Design instr_fetch_flat, sky130hd; sources not shown.
Figure 1. M1 wires (run 1).
(3 px per µm)
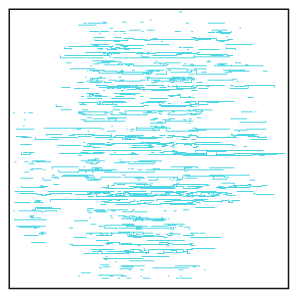
main direction = horizontal
share of all routed wire = 49%
wire length on this layer = 3260 µm
global routing usage on met1: 22.6%
DRT Wirelength: 6700 µm
vias post-DR: 2317

Figure 2. Track usage over the die (run 1).
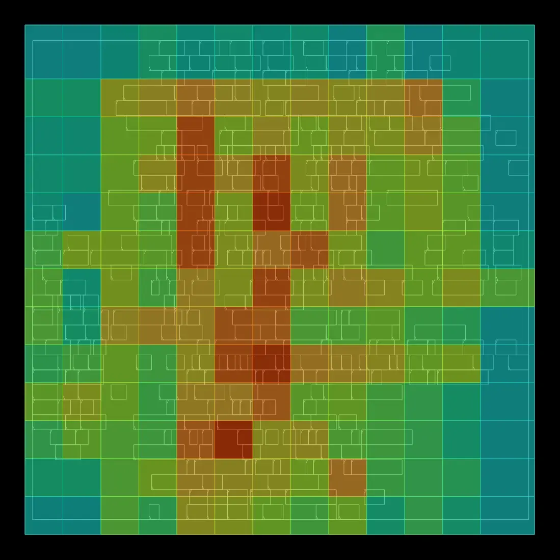
average routed wire per standard cell: 14.8 µm
global-route total usage across every layer: 16.0%
final core utilization: 47.0%
GRT Max-Usage Layer: met2

Figure 3. Layout detail (run 1).
Window x 57 to 82, y 57 to 82 µm. Cells in gray, sequential cells in the stronger gray; small squares are vias.
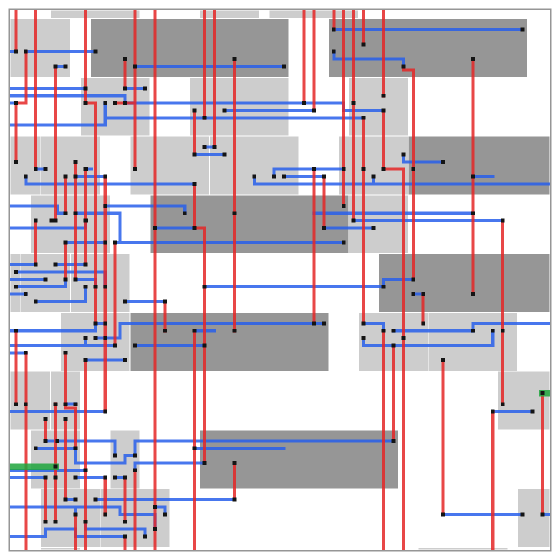
M1 -> blue
M2 -> red
M3 -> green
most frequent = dfrtp_1 (7), a22o_1 (3), buf_4 (3)
sequential cells in the window = 7
cells with their middle in the window = 29

==> results.sh, run 1 <==
# source this file to load flow results
export IMPL_outcome="finished clean"
export IMPL_dp_slack_ns=-0.0401
export IMPL_unrepaired_setup_endpoints_after_global_routing="no"
export IMPL_dpl_hpwl_um=4880
export IMPL_regArea_um2=977
export IMPL_grt_met3_usage_pct=2.13
export IMPL_number_of_global_route_vias_before_repair=2127
export IMPL_cts_buffer_depth=2
export IMPL_synth_main_ff_cell="dfrtp_1"
export IMPL_firstDrtPassIters=4
export IMPL_critPathRequiredTime_ns=2.16
export IMPL_layout_area_comb_um2=1450
export IMPL_top_area_cell_class="logic gates"
export IMPL_synthesis_instances=253
export IMPL_worstHoldPathType="in -> async"
export IMPL_critical_path_cell_count=8
export IMPL_number_of_max_slew_violations_in_the_final_report=0
export IMPL_setup_ws_ns=0.385
export IMPL_globalplace_congestion=0.781
export IMPL_comb_power_share_pct=51.8
export IMPL_ff2ff_path_depth=8
export IMPL_fin_area_um2=3690
export IMPL_grt_met2_usage_pct=23.6
export IMPL_synthMuxAreaShare_pct=6.30
export IMPL_area_growth_from_synthesis_to_layout_pct=49.7
export IMPL_grt_start_max_net_pins=40
export IMPL_floorplan_rows=32
export IMPL_power_density_cell_area_nw_per_um2=806
export IMPL_simple_gate_share_pct=25.5
export IMPL_yosys_adder_share_pct=3.05
export IMPL_worst_path_max_fanout=4
export IMPL_h_tree_depth=2
export IMPL_multi_input_logic_cell_count=197
export IMPL_first_pass_grt_wire_length_um=10600
export IMPL_finalNonFillerCells=453
export IMPL_critical_path_arrival_ns=1.78
export IMPL_post_synth_instance_area_um2=2460
export IMPL_clkPwrFrac_pct=17.5
export IMPL_final_net_count=381
export IMPL_async_flop_share_pct=100
export IMPL_synth_lib_cells_used_distinct=57
export IMPL_floorplan_die_area_um2=8570
export IMPL_synthesized_nets=284
export IMPL_seqAreaFraction_pct=26.5
export IMPL_via_density_per_instance=5.11
export IMPL_crit_path_cell_trace="clkdlybuf4s50_1 > nand2_2 > nor2_1 > nor2_1 > buf_2 > buf_4 > and2_1 > dlymetal6s2s_1"
export IMPL_yosysMostFrequentCell="dfrtp_1"
export IMPL_worst_hold_slack_ns=0.356
export IMPL_logic_family="simple AND/OR/NAND/NOR gates"
export IMPL_finalSetupViolCount=0
export IMPL_drt_iter0_drc=103
export IMPL_inverters=9
export IMPL_yosysTopAreaCellShare_pct=39.6
export IMPL_p_leak_nw=1.88
export IMPL_placedCellCount=434
export IMPL_numCtsBuffers=5
export IMPL_endpoint_kind="primary output"
export IMPL_fin_crit_ns=2.32
export IMPL_buffers_excl_clock=98
export IMPL_power_total_w=0.00297
export IMPL_antenna_cells=0
export IMPL_max_cap_viol_count=0
export IMPL_path_class="in -> out"
export IMPL_dpl_cell_area_um2=3400
export IMPL_cts_root_buffer_cell="clkbuf_8"
export IMPL_critical_path_startpoint_type="primary input"
export IMPL_synth_chip_area_um2=2460
export IMPL_irDropWorstVdd_mv=0.409
export IMPL_layout_top_cell_excl_fill_tap="clkdlybuf4s50_1"
export IMPL_nWellTaps=102
export IMPL_synth_flops=39
export IMPL_power_group_top="combinational logic"
export IMPL_ios=72
export IMPL_layout_top_cells="clkdlybuf4s50_1 (45), dfrtp_1 (38), dlymetal6s2s_1 (25), buf_4 (25), nor2_1 (22)"
export IMPL_clk_latency_ns=0.30
export IMPL_die_h_um=92.6
export IMPL_final_hold_violation_count=0
export IMPL_synthDominantAreaCellType="dfrtp_1"
export IMPL_nFlopsAndLatches=39
export IMPL_timing_critical_path_slowest_stage_cell="clkdlybuf4s50_1"
export IMPL_pwr_share_seq_pct=30.8
export IMPL_max_clock_freq_mhz=432
export IMPL_final_period_utilization_pct=85.7
export IMPL_max_slew_worst_pin_slew_ns=0.886
export IMPL_intPower_w=0.00184
export IMPL_route_detailed_drc=0
export IMPL_num_clock_buffers=6
export IMPL_number_of_enable_flip_flop_cells=0
export IMPL_layout_drive_gt1_share_pct=21.1
export IMPL_routed_wl_met3_um=255
export IMPL_synthesis_area_per_instance_um2=9.73
export IMPL_cts_reportedPaths_clkPinSlew_ns=0.08
export IMPL_io_buffer_count=71
export IMPL_timing_critical_path_mode_cell="nor2_1"
export IMPL_cp_buffers_inverters=4
export IMPL_largest_register_ff_count=16
export IMPL_cpLargestDelayFamily="buffers and inverters"
export IMPL_r2r_slack_ns=0.70
export IMPL_ys_cells=253
export IMPL_dieWidth_um=92.6
export IMPL_routedLengthMet1_um=3260
export IMPL_largest_cells_by_area_after_synthesis="dfrtp_1 (40%), mux2_2 (5.5%), a22o_1 (4.3%), xnor2_1 (4.3%), nor2_1 (3.4%)"
export IMPL_worst_slew_margin_rel_pct=40.9
export IMPL_most_frequent_cells_after_synthesis="dfrtp_1 (39), nor2_1 (22), nand2_1 (21), nand3_1 (15)"
export IMPL_comb_share_pct=39.3
export IMPL_synth_cellmix_compoundShare_pct=18.6
export IMPL_top_layer_used="met4"
export IMPL_clock_sinks=39
export IMPL_n_fill_cell=766
export IMPL_finClkSkew_ns=0.00881
export IMPL_power_net_switching_w=0.00113
export IMPL_power_combinational_total_w=0.00154
export IMPL_initCoreUtil_pct=31.4
export IMPL_yosys_warnings=0
export IMPL_synth_seq_share_pct=39.6
export IMPL_stage_log_warnings=29
export IMPL_seq_cell_power_w=0.000913
Figure 4. Gate families picked out (run 1).
(3 px per µm)
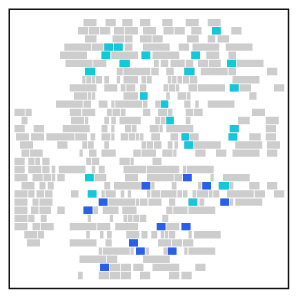

--- run 2 (diff from run 1) ---
--- a/config.mk
+++ b/config.mk
@@ -8,6 +8,7 @@
 export CAP_MARGIN = 20
 export CORE_UTILIZATION = 30
 export DETAILED_ROUTE_END_ITERATION = 8
+export DONT_BUFFER_PORTS = 1
 export MAX_ROUTING_LAYER = met4
 export SETUP_SLACK_MARGIN = 0.3
 export SKIP_CTS_REPAIR_TIMING = 1
Figure 5. Gate families picked out (run 2).
(3 px per µm)
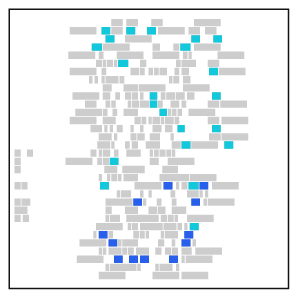
xor and xnor cells -> blue  # cells 12, most used xnor2_1, where bottom center
non-inverting ao/oa cells -> cyan  # cells 22, most used a22o_1
most common library cell in the layout ignoring fill and taps: dfrtp_1
combinational share of cell area: 52.2%
filler-free cell count of the finished design: 359

Figure 6. Layout detail (run 2).
Window x 57 to 82, y 57 to 82 µm. Cells in gray, sequential cells in the stronger gray; small squares are vias.
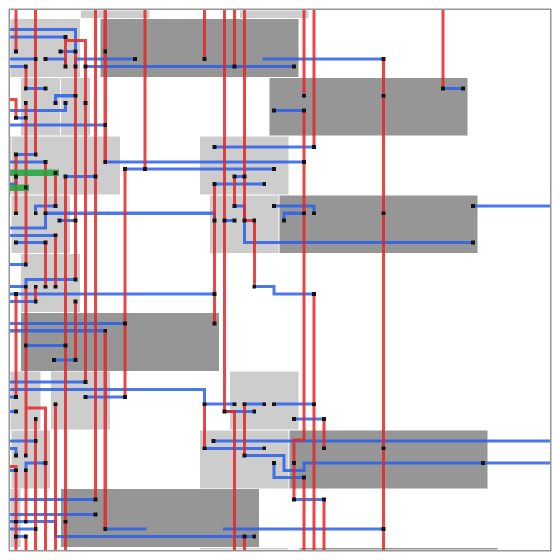
M2 -> red
M1 -> blue
M3 -> green
sequential cells in the window = 6
cells with their middle in the window = 18
most frequent = dfrtp_1 (6), mux2_2 (2), a22o_1 (2)

Figure 7. Track usage over the die (run 2).
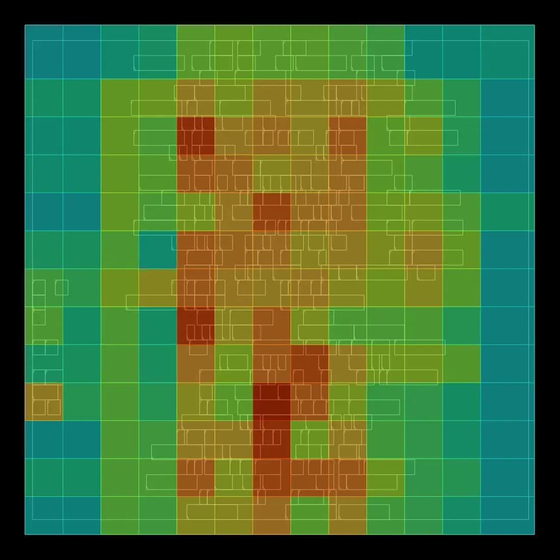
Global Route met2 Usage: 22.8%
average routed wire per standard cell: 17.2 µm
global-route total usage across every layer: 15.3%
global routing usage on met1: 19.8%
fraction of met3 tracks used by global routing: 4.11%

==> run 2 against run 1 <==
  * Register-to-register slack lost 0.05 ns
  * Combinational power shrank 33%
  * Global-route usage shrank 0.73 points
  * First-iteration DRC count grew 48%
  * Routed wire length shrank 7.9%
  * Critical endpoint is now bus_ImemAddr[5]
  * Largest power group unchanged
==> results.sh, run 2 <==
# source this file to load flow results
export IMPL_outcome="finished clean"
export IMPL_comb_power_share_pct=41.8
export IMPL_r2r_slack_ns=0.65
export IMPL_synth_main_ff_cell="dfrtp_1"
export IMPL_number_of_enable_flip_flop_cells=0
export IMPL_logic_family="simple AND/OR/NAND/NOR gates"
export IMPL_n_fill_cell=808
export IMPL_intPower_w=0.00145
export IMPL_ys_cells=253
export IMPL_drt_iter0_drc=152
export IMPL_route_detailed_drc=0
export IMPL_synthesis_area_per_instance_um2=9.73
export IMPL_synth_seq_share_pct=39.6
export IMPL_grt_start_max_net_pins=40
export IMPL_synth_chip_area_um2=2460
export IMPL_stage_log_warnings=29
export IMPL_seqAreaFraction_pct=35.7
export IMPL_yosys_warnings=0
export IMPL_layout_area_comb_um2=1430
export IMPL_unrepaired_setup_endpoints_after_global_routing="no"
export IMPL_synth_flops=39
export IMPL_fin_area_um2=2730
export IMPL_max_clock_freq_mhz=434
export IMPL_async_flop_share_pct=100
export IMPL_power_density_cell_area_nw_per_um2=904
export IMPL_synthMuxAreaShare_pct=6.30
export IMPL_largest_register_ff_count=16
export IMPL_buffers_excl_clock=4
export IMPL_synthesized_nets=284
export IMPL_irDropWorstVdd_mv=0.277
export IMPL_totalWireLength_um=6170
export IMPL_final_period_utilization_pct=85.3
export IMPL_synth_cellmix_compoundShare_pct=18.6
export IMPL_dp_slack_ns=0.540
export IMPL_via_density_per_instance=5.48
export IMPL_yosys_adder_share_pct=3.05
export IMPL_post_route_util_pct=34.8
export IMPL_synth_lib_cells_used_distinct=57
export IMPL_cts_root_buffer_cell="clkbuf_8"
export IMPL_critical_path_startpoint_type="flop"
export IMPL_top_layer_used="met4"
export IMPL_nFlopsAndLatches=39
export IMPL_critical_path_cell_count=5
export IMPL_cp_buffers_inverters=2
export IMPL_initCoreUtil_pct=31.4
export IMPL_critical_path_arrival_ns=1.76
export IMPL_top_area_cell_class="logic gates"
export IMPL_finalSetupViolCount=0
export IMPL_dieWidth_um=92.6
export IMPL_multi_input_logic_cell_count=197
export IMPL_cpLargestDelayFamily="flip-flops"
export IMPL_number_of_max_slew_violations_in_the_final_report=0
export IMPL_routed_wl_met3_um=502
export IMPL_io_buffer_count=0
export IMPL_area_growth_from_synthesis_to_layout_pct=10.9
export IMPL_layout_drive_gt1_share_pct=17.5
export IMPL_number_of_global_route_vias_before_repair=1864
export IMPL_power_combinational_total_w=0.00103
export IMPL_floorplan_die_area_um2=8570
export IMPL_p_leak_nw=1.14
export IMPL_simple_gate_share_pct=25.5
export IMPL_num_clock_buffers=6
export IMPL_finClkSkew_ns=0.00604
export IMPL_power_total_w=0.00247
export IMPL_largest_cells_by_area_after_synthesis="dfrtp_1 (40%), mux2_2 (5.5%), a22o_1 (4.3%), xnor2_1 (4.3%), nor2_1 (3.4%)"
export IMPL_first_pass_grt_wire_length_um=9740
export IMPL_seq_cell_power_w=0.000923
export IMPL_cts_reportedPaths_clkPinSlew_ns=0.08
export IMPL_final_net_count=287
export IMPL_most_frequent_cells_after_synthesis="dfrtp_1 (39), nor2_1 (22), nand2_1 (21), nand3_1 (15)"
export IMPL_power_group_top="combinational logic"
export IMPL_clock_sinks=39
Power and IR drop assume default switching activity.
